--- config.mk ---
export PLATFORM = sky130hd
export DESIGN_NAME = uart_tx_arbiter
export DESIGN_NICKNAME = d
export VERILOG_FILES = /design/src/rtl/uart_tx_arbiter.sv
export SDC_FILE = /design/constraint.sdc
export NUM_CORES = 1
export LEC_CHECK = 0
export CAP_MARGIN = 0
export CORE_MARGIN = 4
export CORE_UTILIZATION = 34
export DETAILED_ROUTE_END_ITERATION = 12
export PLACE_DENSITY = 0.75
export SLEW_MARGIN = 5
export SYNTH_ARGS = -nofsm -noshare
export SYNTH_HDL_FRONTEND = slang
export SYNTH_SLANG_ARGS = --single-unit
--- constraint.sdc ---
create_clock -name clk -period 1.7 [get_ports clk]
set_input_delay 0.255 -clock clk [delete_from_list [all_inputs] [get_ports clk]]
set_output_delay 0.255 -clock clk [all_outputs]
set_load 0.01 [all_outputs]
--- src/rtl/uart_tx_arbiter.sv ---
// uart_tx_arbiter: round-robin arbiter handing one byte at a time to a UART transmitter.
// Optional WAIT-state abort counter is built when UART_ARB_TIMEOUT_EN is defined.
module uart_tx_arbiter #(
    parameter int unsigned DATA_W  = 8,
    parameter int unsigned N_REQ   = 4,
    parameter int unsigned TIMEOUT = 1024
) (
    input  logic                    clk,
    input  logic                    reset_,
    input  logic [N_REQ-1:0]        req,
    input  logic [N_REQ*DATA_W-1:0] req_data,
    input  logic                    tx_busy,
    input  logic                    tx_done,
    output logic [N_REQ-1:0]        gnt,
    output logic                    send,
    output logic [DATA_W-1:0]       uart_tx,
    output logic                    busy,
    output logic                    timeout_err
);
    localparam int unsigned PTR_W = (N_REQ > 1) ? $clog2(N_REQ) : 1;

    typedef enum logic {IDLE = 1'b0, WAIT = 1'b1} state_t;

    state_t            state_q, state_d;
    logic [PTR_W-1:0]  ptr_q, ptr_d;
    logic [PTR_W-1:0]  win_q, win_d;
    logic [N_REQ-1:0]  gnt_q, gnt_d;
    logic              send_q, send_d;
    logic [DATA_W-1:0] uart_tx_q, uart_tx_d;

    logic [PTR_W-1:0]  pick;
    logic              pick_vld;
    logic [PTR_W-1:0]  win_inc;

`ifdef UART_ARB_TIMEOUT_EN
    localparam int unsigned CNT_W = $clog2(TIMEOUT + 1);
    logic [CNT_W-1:0] cnt_q, cnt_d;
    logic             timeout_err_q, timeout_err_d;
`endif

    // First requester at or after ptr, wrapping modulo N_REQ.
    always_comb begin
        pick     = '0;
        pick_vld = 1'b0;
        for (int unsigned i = 0; i < N_REQ; i++) begin
            int unsigned idx;
            idx = (ptr_q + i) % N_REQ;
            if (!pick_vld && req[idx[PTR_W-1:0]]) begin
                pick_vld = 1'b1;
                pick     = idx[PTR_W-1:0];
            end
        end
    end

    always_comb begin
        int unsigned nxt;
        nxt     = (win_q + 1) % N_REQ;
        win_inc = nxt[PTR_W-1:0];
    end

    always_comb begin
        state_d   = state_q;
        ptr_d     = ptr_q;
        win_d     = win_q;
        gnt_d     = '0;
        send_d    = 1'b0;
        uart_tx_d = uart_tx_q;
`ifdef UART_ARB_TIMEOUT_EN
        cnt_d         = cnt_q;
        timeout_err_d = timeout_err_q;
`endif
        case (state_q)
            IDLE: begin
                if (pick_vld && !tx_busy) begin
                    state_d         = WAIT;
                    win_d           = pick;
                    gnt_d[pick]     = 1'b1;
                    send_d          = 1'b1;
                    uart_tx_d       = req_data[pick*DATA_W +: DATA_W];
`ifdef UART_ARB_TIMEOUT_EN
                    cnt_d           = '0;
`endif
                end
            end
            WAIT: begin
                if (tx_done) begin
                    state_d = IDLE;
                    ptr_d   = win_inc;
                end
`ifdef UART_ARB_TIMEOUT_EN
                // cnt_q counts completed WAIT cycles, so WAIT lasts exactly TIMEOUT cycles.
                else if (cnt_q == CNT_W'(TIMEOUT - 1)) begin
                    state_d       = IDLE;
                    ptr_d         = win_inc;
                    timeout_err_d = 1'b1;
                end else begin
                    cnt_d = cnt_q + 1'b1;
                end
`endif
            end
            default: state_d = IDLE;
        endcase
    end

    always_ff @(posedge clk or negedge reset_) begin
        if (!reset_) begin
            state_q   <= IDLE;
            ptr_q     <= '0;
            win_q     <= '0;
            gnt_q     <= '0;
            send_q    <= 1'b0;
            uart_tx_q <= '0;
        end else begin
            state_q   <= state_d;
            ptr_q     <= ptr_d;
            win_q     <= win_d;
            gnt_q     <= gnt_d;
            send_q    <= send_d;
            uart_tx_q <= uart_tx_d;
        end
    end

`ifdef UART_ARB_TIMEOUT_EN
    always_ff @(posedge clk or negedge reset_) begin
        if (!reset_) begin
            cnt_q         <= '0;
            timeout_err_q <= 1'b0;
        end else begin
            cnt_q         <= cnt_d;
            timeout_err_q <= timeout_err_d;
        end
    end

    assign timeout_err = timeout_err_q;
`else
    assign timeout_err = 1'b0;
`endif

    assign gnt     = gnt_q;
    assign send    = send_q;
    assign uart_tx = uart_tx_q;
    assign busy    = (state_q == WAIT);

endmodule
==> flow_summary_export.csv, run 1 <==
group,metric,value,unit
status,outcome,"completed",
worst_setup_path,rr_endpoint,"uart_tx[6]$_DFFE_PN0P_",
clock_tree,root_buffer,"clkbuf_4",
global_route,busiest_layer,"met2",
synth,yosysCellCount,87,
synth,syn_avg_cell_area,11.5,sq um
synth,ys_seq_share,44.8,%
timing,skew,0.00428,ns
global_route,use_met3,3.60,%
clock_tree,insertion_delay,0.29,ns
timing,finalSetupViolCount,0,
clock_tree,clkSinkCount,18,
worst_setup_path,crit_chain,"mux2_4 -> o221ai_4 -> buf_12 -> mux2i_2 -> o221ai_2",
floorplanning,fp.coreArea,2780,sq um
clock_tree,cts.clk_slew.worst_paths,0.11,ns
place,gp_congestion,0.789,
run,drv_cap,0,
timing,rsz0062_at_grt,"yes",
worst_setup_path,rr_worst_depth,5,
detailed_routing,viasPerCell,5.07,
global_route,use_met2,27.1,%
synth,ys_types,23,
final_layout,final_nets,191,
timing,holdWs,0.278,ns
detailed_routing,drc,0,
clock_tree,numCtsBuffers,3,
floorplanning,dieWidth,62.4,microns
timing,slew_violations,0,
run,warning_count,28,
worst_setup_path,worst-path-buf-inv,1,
global_route,gr-total-overflow,0,
power,p_leak,0.000741,uW
global_route,antenna_found_initial,0,
worst_setup_path,cpLargestDelayFamily,"multiplexers",
global_route,grt_max_degree,19,
floorplanning,floorplanUtilization,36.1,%
floorplanning,die_y,62.4,microns
worst_setup_path,cp_max_fo,10,
worst_setup_path,crit_path_end_kind,"flip-flop",
synth,yosys_warnings,0,
place,dp_hpwl,2280,microns
worst_setup_path,reg2reg_slack,0.02,ns
timing,setup_tns,0,ns
synth,top_area_share,44.8,%
worst_setup_path,cp.arrival,1.84,ns
min_path,hp-class,"input port to asynchronous set/reset pin",
worst_setup_path,required,1.86,ns
synth,synth-area-yosys,1000,sq um
global_route,grt_pass1_vias,975,
detailed_routing,antenna_left,0,
global_route,grt_use_met1,15.6,%
synth,area_leaders,"dfrtp_1, mux2i_1, o221ai_2",
detailed_routing,drt_iter0_markers,4,
worst_setup_path,crit_cells,5,
worst_setup_path,cp_slowest_cell,"dfrtp_1",
synth,ys.flops,18,
timing,hold_violations,0,
power,p_per_area,1190,nW/um^2
worst_setup_path,start_kind,"flip-flop",
clock_tree,cts_htree_levels,1,
synth,synth_area,1000,sq um
floorplanning,io_pins,55,
final_layout,layout_top_cell_excl_fill_tap,"clkdlybuf4s50_1",
worst_setup_path,slowest_delay,0.43,ns
power,peakVddDrop,0.000674,V
final_layout,drive_above_1_share,24.0,%
clock_tree,cts.path.max_buffers,2,
worst_setup_path,r2r_start,"ptr_q[1]$_DFFE_PN0P_",
synth,largest_area_cell,"dfrtp_1",
floorplanning,die_area,3890,sq um
final_layout,layout_top_cells,"clkdlybuf4s50_1, dfrtp_1, nand2_1",
detailed_routing,firstDrtPassIters,4,
place,place.port_buffers,53,
timing,period_minus_slack,1.68,ns
synth,fp_nets,127,
clock_tree,cts_tree,"done",
timing,fmax,595,MHz
timing,post-route-period-util,98.9,%
final_layout,synthToLayoutAreaGrowth,74.1,%
final_layout,num_antenna_cells,0,
synth,syn_inst,87,
global_route,grt_pass1_wl,4520,microns
worst_setup_path,critPathKind,"flip-flop to flip-flop",
==> run 1: synthesized netlist by cell type <==
cell type  number
clkbuf_1        1
a21oi_1         3
a311oi_1        1
or3_4           2
buf_6           1
or2b_1          1
nand2_1        12
xnor2_1         1
a31oi_1         2
mux2i_1        16
buf_4           3
inv_1           4
o221ai_2        9
or3b_1          1
conb_1          1
nor2_1          2
dfrtp_1        18
nor2b_1         3
o21ai_2         1
mux2_4          1
o21ai_0         2
a21boi_0        1
nor4_1          1
==> run 1: cells by family after synthesis <==
group / after synthesis / synth area share (%)
other: 1 / 0.373
and+or+nand+nor: 22 / 11.6
xor gates and xnor gates: 1 / 0.872
muxes: 17 / 17.4
AOI/OAI and AO/OA: 19 / 19.7
buffers and inverters: 9 / 5.23
DFF: 18 / 44.8
==> run 1: area by class of cell <==
class / count / area (sq um)
clock buffers: 4 / 36.3
fillers: 224 / 1030
inverters: 4 / 15.0
multi-input cells: 60 / 569
flip-flops and latches: 18 / 450
well taps: 31 / 38.8
repair buffers: 64 / 639
==> run 1: worst max-delay path by stage <==
stage / from / to / slack [ns]
after floorplan: ptr_q[1]$_DFFE_PN0P_ / uart_tx[0]$_DFFE_PN0P_ / 0.07
after global placement: req[1] / uart_tx[4]$_DFFE_PN0P_ / -0.27
after detailed placement: req[1] / uart_tx[6]$_DFFE_PN0P_ / -0.37
after CTS: ptr_q[1]$_DFFE_PN0P_ / uart_tx[6]$_DFFE_PN0P_ / -0.004
after global routing: ptr_q[1]$_DFFE_PN0P_ / uart_tx[6]$_DFFE_PN0P_ / -0.05
final: ptr_q[1]$_DFFE_PN0P_ / uart_tx[6]$_DFFE_PN0P_ / 0.02
==> run 1: flip-flops by register name, indices dropped and copies added (netlist names) <==
name / cells
busy: 1
gnt: 4
ptr_q: 2
send: 1
uart_tx: 8
win_q: 2
==> run 1: per-layer routing <==
metal	share of wire (%)	vias to the layer above
li1	-	442
met1	36	438
met2	57	36
met3	6.4	2
met4	0.59	0
met5	0	-
==> run 1: where the power goes <==
group	switching [uW]	total [uW]	internal (uW)
Clock	138	268	130
Combinational	469	1140	666
Sequential	100	674	574
==> run 1: through the flow <==
stage	setup WS, ns	std cells	power (uW)	cell area, sq um	util [%]
floorplan	0.0685	87	1200	1000	-
global placement	-0.270	176	1690	1640	58.8
detailed placement	-0.366	176	1730	1640	58.8
CTS	-0.00431	180	2030	1690	60.9
global route	-0.0479	181	2200	1750	62.9
finish	0.0188	181	2080	1750	62.9
==> run 1: timing repair <==
item                       4_1_cts  5_1_grt
setup endpoints to repair        6       10
hold buffers                     0        0
setup buffers                    0        1
gates resized                    6        9
**Run 1: signal metal coverage by tile**

The bar under the picture is 20 microns long. The die is cut into 12 by 12 equal tiles; black is low, pale yellow is high, scaled to the fullest tile. Values are wire area over tile area, all layers added.
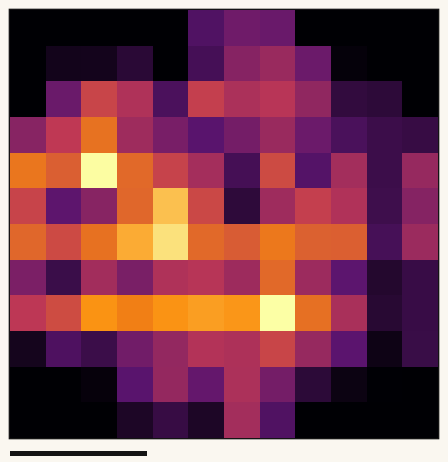
nearly empty tiles: 19%
emptiest ninth of the die: north-east
tiles over half the peak: 24%
routed vias: 918
WL final: 2880 microns
All-Layer GR Usage: 14.5%

**Run 1: routed metal, one color a layer**

The bar under the picture is 20 microns long. Only two layers are drawn.
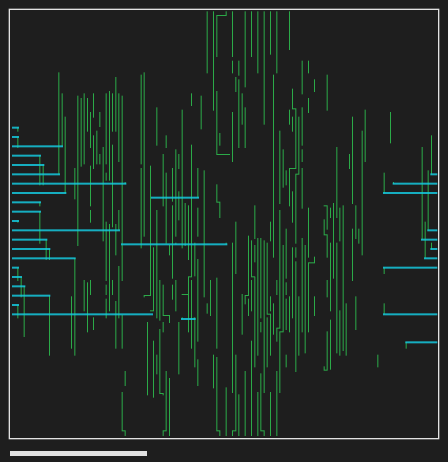
| color | layer | wire length |
|---|---|---|
| cyan | M3 | 183 microns |
| green | M2 | 1630 microns |
wire length per cell: 15.9 microns

**Run 1: cell classes on the final placement**

Fill, decap, tap and diode cells in gray.
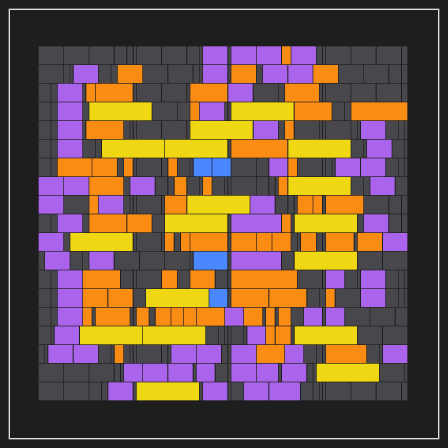
| color | class | cells | share of their area |
|---|---|---|---|
| blue | clock drivers and dummy loads | 4 | 2.1% |
| purple | remaining buffers and delay cells | 64 | 37% |
| yellow | registers | 18 | 26% |
| orange | remaining logic cells | 64 | 34% |
site row count: 19
flop share of the area: 25.8%

**Run 1: register map, names as in the netlist**

Other sequential cells in the stronger gray, the rest of the logic in the fainter gray.
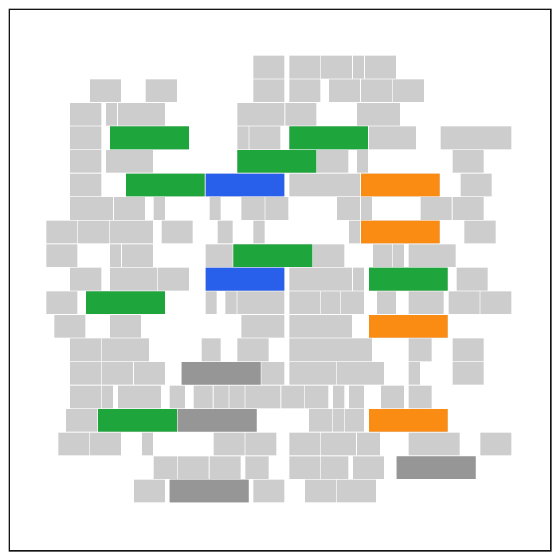

==> run 2, diff against run 1 <==
==> constraint.sdc (replaced) <==
create_clock -name clk -period 1.7 [get_ports clk]
set_input_delay 0.425 -clock clk [delete_from_list [all_inputs] [get_ports clk]]
set_output_delay 0.425 -clock clk [all_outputs]
set_load 0.01 [all_outputs]
**Run 2: register map, names as in the netlist**

Other sequential cells in the stronger gray, the rest of the logic in the fainter gray.
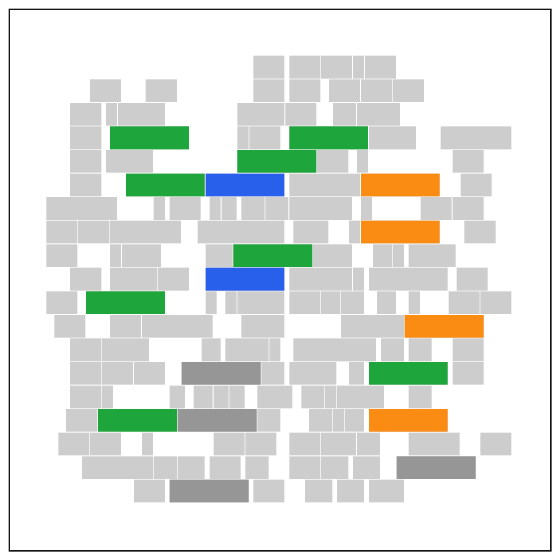
| color | netlist name | placed flops |
|---|---|---|
| green | uart_tx | 8 |
| blue | win_q | 2 |
| orange | gnt | 4 |
P_seq: 675 uW
sequential cell area: 450 sq um

**Run 2: cell outlines without signal wires**

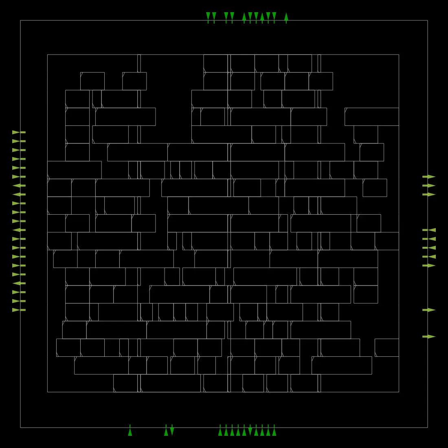
flop share of the area: 24.0%
final cell count without fillers: 185
final core utilization: 67.3%
# fillers: 212
core area: 2780 sq um

**Run 2: cell classes on the final placement**

Fill, decap, tap and diode cells in gray.
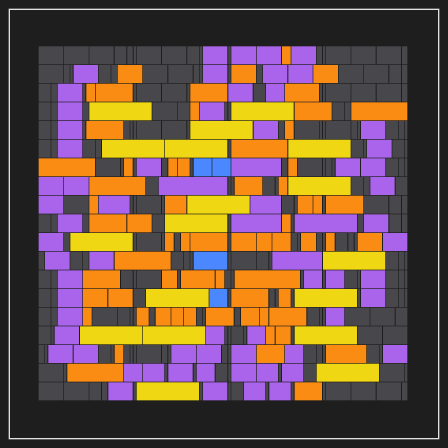
Finished Cell Area: 1870 sq um

==> flow_summary_export.csv, run 2 <==
group,metric,value,unit
timing,skew,0.00295,ns
worst_setup_path,slowest_delay,0.45,ns
global_route,use_met2,30.1,%
synth,ys.flops,18,
clock_tree,insertion_delay,0.29,ns
worst_setup_path,crit_chain,"or3b_4 -> o221ai_4 -> buf_12 -> buf_12 -> mux2i_4 -> o221ai_2",
worst_setup_path,critPathKind,"flip-flop to flip-flop",
detailed_routing,viasPerCell,5.14,
worst_setup_path,reg2reg_slack,-0.03,ns
synth,yosysCellCount,87,
place,dp_hpwl,2280,microns
run,drv_cap,0,
global_route,grt_pass1_vias,1011,
run,warning_count,28,
global_route,gr-total-overflow,0,
global_route,use_met3,3.60,%
timing,finalSetupViolCount,5,
floorplanning,io_pins,55,
worst_setup_path,r2r_start,"ptr_q[0]$_DFFE_PN0P_",
synth,edf_count,0,
floorplanning,die_area,3890,sq um
synth,most_common_cell,"dfrtp_1",
min_path,hp-class,"input port to asynchronous set/reset pin",
final_layout,layout_top_cell_excl_fill_tap,"clkdlybuf4s50_1",
global_route,grt_use_met1,17.4,%
timing,setup_tns,-0.0601,ns
timing,timing.final.ws_setup,-0.0260,ns
global_route,grt_pass1_wl,4980,microns
status,violations,"negative setup slack",
timing,rsz0062_at_grt,"yes",
place,placed_cell_area,1640,sq um
worst_setup_path,rr_endpoint,"uart_tx[6]$_DFFE_PN0P_",
detailed_routing,drt_iter0_markers,17,
worst_setup_path,rr_worst_depth,6,
worst_setup_path,worst-path-buf-inv,2,
global_route,antenna_found_initial,0,
timing,hold_violations,0,
synth,synthArstFlopShare,100,%
timing,fmax,579,MHz
worst_setup_path,start_kind,"flip-flop",
synth,yosys_warnings,0,
clock_tree,ctsHoldBuffers,0,
synth,largest_area_cell,"dfrtp_1",
floorplanning,rows,19,
final_layout,synthToLayoutAreaGrowth,86.4,%
timing,post-route-period-util,102,%
synth,ys_seq_share,44.8,%
status,outcome,"complete, but fails checks",
timing,holdWs,0.445,ns
detailed_routing,postRouteWirelength,3260,microns
synth,synthFlopType,"dfrtp_1",
detailed_routing,avgRoutedWirePerCell,17.6,microns
clock_tree,cts.clk_slew.worst_paths,0.11,ns
clock_tree,cts.path.max_buffers,2,
floorplanning,die_y,62.4,microns
synth,syn_inst,87,
worst_setup_path,cp_max_fo,5,
final_layout,num_antenna_cells,0,
detailed_routing,antenna_left,0,
synth,synth-area-yosys,1000,sq um
clock_tree,numCtsBuffers,3,
detailed_routing,drc,0,
floorplanning,dieWidth,62.4,microns
place,gp_congestion,0.789,
final_layout,layout_top_cells,"clkdlybuf4s50_1, dfrtp_1, nand2_1",
worst_setup_path,cp.arrival,1.89,ns
place,place.port_buffers,53,
synth,synth_area,1000,sq um
power,peakVddDrop,0.000846,V
detailed_routing,firstDrtPassIters,3,
timing,slew_violations,0,
final_layout,drive_above_1_share,27.3,%
worst_setup_path,cp_slowest_cell,"dfrtp_1",
clock_tree,clkSinkCount,18,
==> run 2: stage by stage <==
step / setup WS [ns] / total power (uW) / cells / utilization, %
floorplan: 0.0685 / 1200 / 87 / -
global placement: -0.440 / 1690 / 176 / 58.8
detailed placement: -0.536 / 1730 / 176 / 58.8
CTS: -0.0786 / 2170 / 183 / 64.2
global route: -0.0802 / 2410 / 185 / 67.3
finish: -0.0260 / 2290 / 185 / 67.3
==> run 2: worst max-delay path by stage <==
stage,slack [ns],start,cells past startpoint,end
5_1_grt,-0.08,ptr_q[1]$_DFFE_PN0P_,6,uart_tx[7]$_DFFE_PN0P_
3_3_place_gp,-0.44,req[1],6,uart_tx[4]$_DFFE_PN0P_
3_5_place_dp,-0.54,req[1],6,uart_tx[6]$_DFFE_PN0P_
4_1_cts,-0.08,ptr_q[1]$_DFFE_PN0P_,5,uart_tx[6]$_DFFE_PN0P_
6_report,-0.03,ptr_q[0]$_DFFE_PN0P_,6,uart_tx[6]$_DFFE_PN0P_
2_1_floorplan,0.07,ptr_q[1]$_DFFE_PN0P_,5,uart_tx[0]$_DFFE_PN0P_
==> run 2: report_power, final <==
part           switching [uW]  total, uW  internal (uW)
Combinational             535       1340            804
Sequential                101        675            573
Clock                     144        275            130
Total                     780       2290           1510
==> run 2: cells by family (layout without fill, tap and decap cells) <==
| family | Yosys count | in the layout | synth area share [%] |
|---|---|---|---|
| compound gates | 19 | 19 | 19.7 |
| xor+xnor | 1 | 1 | 0.872 |
| buf+inv | 9 | 75 | 5.23 |
| flops | 18 | 18 | 44.8 |
| mux | 17 | 17 | 17.4 |
| other cells | 1 | 1 | 0.373 |
| simple gates | 22 | 23 | 11.6 |
==> run 2: repair_timing <==
action                     CTS  global route
setup endpoints to repair   13            10
gates resized               20             8
pin swaps                    4             3
gates cloned                 2             1
buffers inserted             1             1
==> run 2: layer usage <==
layer | share of wire, % | up-vias
met4 | 1.8 | 0
li1 | - | 454
met1 | 36 | 455
met2 | 57 | 35
met5 | 0 | -
met3 | 5.3 | 6
==> run 2: cell type report <==
cell class	count	area [sq um]
multi-input combinational	61	623
clock buffer	4	36.3
tap	31	38.8
timing repair buffer	67	709
inverter	4	15.0
sequential	18	450
fill	212	908
==> run 2: worst reg2reg max path, stage by stage, from the launching register on <==
cell	delay (ns)
dfrtp_1	0.45
or3b_4	0.43
o221ai_4	0.08
buf_12	0.16
buf_12	0.14
mux2i_4	0.24
o221ai_2	0.12
==> run 3, diff against run 2 <==
Settings changed: SLEW_MARGIN 5 to 20.
**Run 3: cell classes on the final placement**

Fill, decap, tap and diode cells in gray.
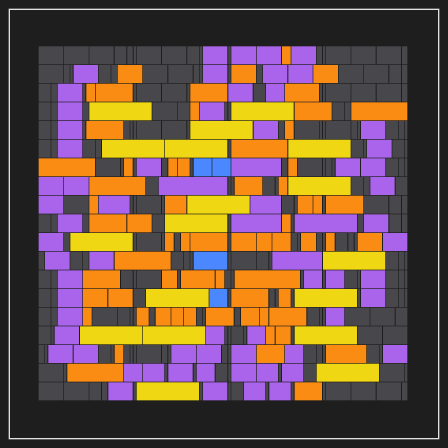
| color | class | cells | share of their area |
|---|---|---|---|
| orange | remaining logic cells | 65 | 35% |
| blue | clock drivers and dummy loads | 4 | 2.0% |
| purple | remaining buffers and delay cells | 67 | 39% |
| yellow | registers | 18 | 25% |

**Run 3: cell outlines without signal wires**

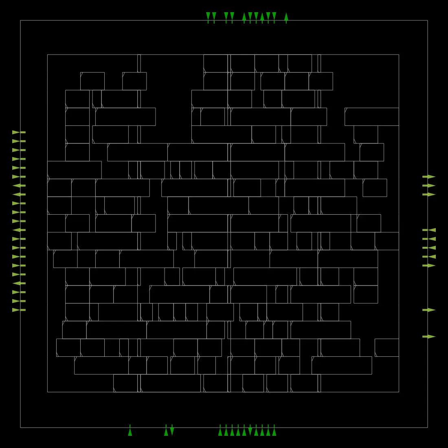
registers: 18
Tap Cells: 31

**Run 3: signal metal coverage by tile**

The bar under the picture is 20 microns long. The die is cut into 12 by 12 equal tiles; black is low, pale yellow is high, scaled to the fullest tile. Values are wire area over tile area, all layers added.
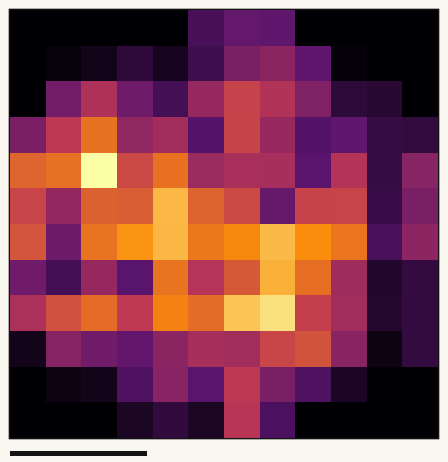
nearly empty tiles: 18%
emptiest ninth of the die: north-east
densest ninth of the die: center

==> flow_summary_export.csv, run 3 <==
group,metric,value,unit
synth,fp_nets,127,
worst_setup_path,cp.arrival,1.89,ns
timing,finalSetupViolCount,5,
run,drv_cap,0,
synth,yosys-top-cells-count,"dfrtp_1, mux2i_1, nand2_1",
synth,synth-area-yosys,1000,sq um
clock_tree,ctsHoldBuffers,0,
place,dp_hpwl,2280,microns
clock_tree,insertion_delay,0.29,ns
floorplanning,dieWidth,62.4,microns
min_path,hp-class,"input port to asynchronous set/reset pin",
status,violations,"negative setup slack",
synth,edf_count,0,
clock_tree,root_buffer,"clkbuf_4",
power,netSwitchingFraction,34.1,%
synth,top_area_share,44.8,%
power,seq_power_share,29.5,%
global_route,grt_pass1_vias,1011,
timing,fmax,579,MHz
worst_setup_path,reg2reg_slack,-0.03,ns
synth,ys.flops,18,
detailed_routing,viasPerCell,5.14,
power,power_frac_comb,58.5,%
final_layout,layout_top_cell_excl_fill_tap,"clkdlybuf4s50_1",
synth,synthFlopType,"dfrtp_1",
worst_setup_path,cp_max_fo,5,
global_route,grt_max_degree,19,
status,outcome,"complete, but fails checks",
timing,period_minus_slack,1.73,ns
clock_tree,cts_tree,"done",
worst_setup_path,rr_endpoint,"uart_tx[6]$_DFFE_PN0P_",
detailed_routing,drc,0,
synth,synthArstFlopShare,100,%
timing,post-route-period-util,102,%
global_route,grt_pass1_wl,4980,microns
synth,synth_area,1000,sq um
synth,syn_inst,87,
run,warning_count,28,
power,p_int,1510,uW
synth,area_leaders,"dfrtp_1, mux2i_1, o221ai_2",
power,peakVddDrop,0.000846,V
global_route,antenna_found_initial,0,
clock_tree,numCtsBuffers,3,
place,gp_congestion,0.789,
timing,rsz0062_at_grt,"yes",
clock_tree,cts_htree_levels,1,
timing,hold_violations,0,
global_route,grt.total_usage,16.1,%
floorplanning,die_y,62.4,microns
clock_tree,clkSinkCount,18,
final_layout,drive_above_1_share,27.3,%
floorplanning,die_area,3890,sq um
final_layout,final_nets,195,
detailed_routing,avgRoutedWirePerCell,17.6,microns
synth,most_common_cell,"dfrtp_1",
detailed_routing,postRouteWirelength,3260,microns
timing,skew,0.00295,ns
final_layout,synthToLayoutAreaGrowth,86.4,%
final_layout,fill_cells,212,
detailed_routing,drt_iter0_markers,17,
synth,ys_seq_share,44.8,%
detailed_routing,firstDrtPassIters,3,
global_route,gr-total-overflow,0,
floorplanning,rows,19,
power,p_leak,0.000799,uW
worst_setup_path,crit_path_end_kind,"flip-flop",
clock_tree,cts.clk_slew.worst_paths,0.11,ns
synth,yosysCellCount,87,
power,p_clk_share,12.0,%
timing,timing.final.ws_setup,-0.0260,ns
detailed_routing,antenna_left,0,
worst_setup_path,start_kind,"flip-flop",
worst_setup_path,r2r_start,"ptr_q[0]$_DFFE_PN0P_",
final_layout,layout_top_cells,"clkdlybuf4s50_1, dfrtp_1, nand2_1",
final_layout,finalInstanceArea,1870,sq um
worst_setup_path,required,1.87,ns
synth,yosys_warnings,0,
worst_setup_path,rr_worst_depth,6,
place,place.port_buffers,53,
final_layout,num_antenna_cells,0,
final_layout,largest_register_ffs,8,
power,switching_power,780,uW
power,p_per_area,1220,nW/um^2
timing,setup_tns,-0.0601,ns
floorplanning,io_pins,55,
synth,largest_area_cell,"dfrtp_1",
place,placed_cell_area,1640,sq um
clock_tree,cts.path.max_buffers,2,
floorplanning,floorplanUtilization,36.1,%
synth,ys_types,23,
timing,slew_violations,0,
detailed_routing,vias,950,
worst_setup_path,critPathKind,"flip-flop to flip-flop",
floorplanning,fp.coreArea,2780,sq um
synth,syn_avg_cell_area,11.5,sq um
==> run 3: cell counts after synthesis <==
No cell type changed its count.
==> run 3: how the worst max path moves through the flow <==
stage	from	depth (start not counted)	end	slack, ns
floorplan	ptr_q[1]$_DFFE_PN0P_	5	uart_tx[0]$_DFFE_PN0P_	0.07
global placement	req[1]	6	uart_tx[4]$_DFFE_PN0P_	-0.44
detailed placement	req[1]	6	uart_tx[6]$_DFFE_PN0P_	-0.54
CTS	ptr_q[1]$_DFFE_PN0P_	5	uart_tx[6]$_DFFE_PN0P_	-0.08
global route	ptr_q[1]$_DFFE_PN0P_	6	uart_tx[7]$_DFFE_PN0P_	-0.08
finish	ptr_q[0]$_DFFE_PN0P_	6	uart_tx[6]$_DFFE_PN0P_	-0.03
==> run 3: logic make-up (layout without fill, tap and decap cells) <==
| family | count (synthesis) | in the layout | share of synthesized area, % |
|---|---|---|---|
| simple gates | 22 | 23 | 11.6 |
| compound gates | 19 | 19 | 19.7 |
| flops | 18 | 18 | 44.8 |
| mux | 17 | 17 | 17.4 |
| buf+inv | 9 | 75 | 5.23 |
| other cells | 1 | 1 | 0.373 |
| xor+xnor | 1 | 1 | 0.872 |
==> run 3: critical path, stage by stage (launching register included) <==
cell and delay [ns]:
dfrtp_1 0.45, or3b_4 0.43, o221ai_4 0.08, buf_12 0.16
buf_12 0.14, mux2i_4 0.23, o221ai_2 0.12
==> run 3: layer usage <==
layer,up-vias,global-route usage (%),wire length [microns]
li1,454,-,-
met1,455,17.4,1180
met2,35,30.1,1840
met3,6,3.60,172
met4,0,5.84,60
met5,-,0,0
==> run 3: stage by stage <==
step / utilization, % / cells / setup WS, ns / power [uW] / hold slack, ns
global route: 67.3 / 185 / -0.0802 / 2410 / 0.457
floorplan: - / 87 / 0.0685 / 1200 / 0.129
finish: 67.3 / 185 / -0.0260 / 2290 / 0.445
detailed placement: 58.8 / 176 / -0.536 / 1730 / 0.477
CTS: 64.2 / 183 / -0.0786 / 2170 / 0.453
global placement: 58.8 / 176 / -0.440 / 1690 / 0.477
==> run 3: timing repair <==
item	CTS	global route
buffers inserted	1	1
gates resized	20	8
cloned	2	1
pin swaps	4	3
setup endpoints to repair	13	10
==> run 3: final cells by class <==
type / count / area [sq um] / share of cell area [%]
Clock buffer: 4 / 36.3 / 1.94
Inverter: 4 / 15.0 / 0.802
Multi-Input combinational cell: 61 / 623 / 33.3
Timing Repair Buffer: 67 / 709 / 37.9
Sequential cell: 18 / 450 / 24.0
Tap cell: 31 / 38.8 / 2.07
==> run 3: power groups by stage <==
stage / combinational (uW) / sequential, uW / clock [uW]
finish: 1340 / 675 / 275
global route: 1420 / 692 / 302
CTS: 1220 / 673 / 276
detailed placement: 1050 / 679 / 0
global placement: 1010 / 681 / 0
floorplan: 480 / 725 / 0
No activity file was given, so power comes from the tool's default toggle rates.
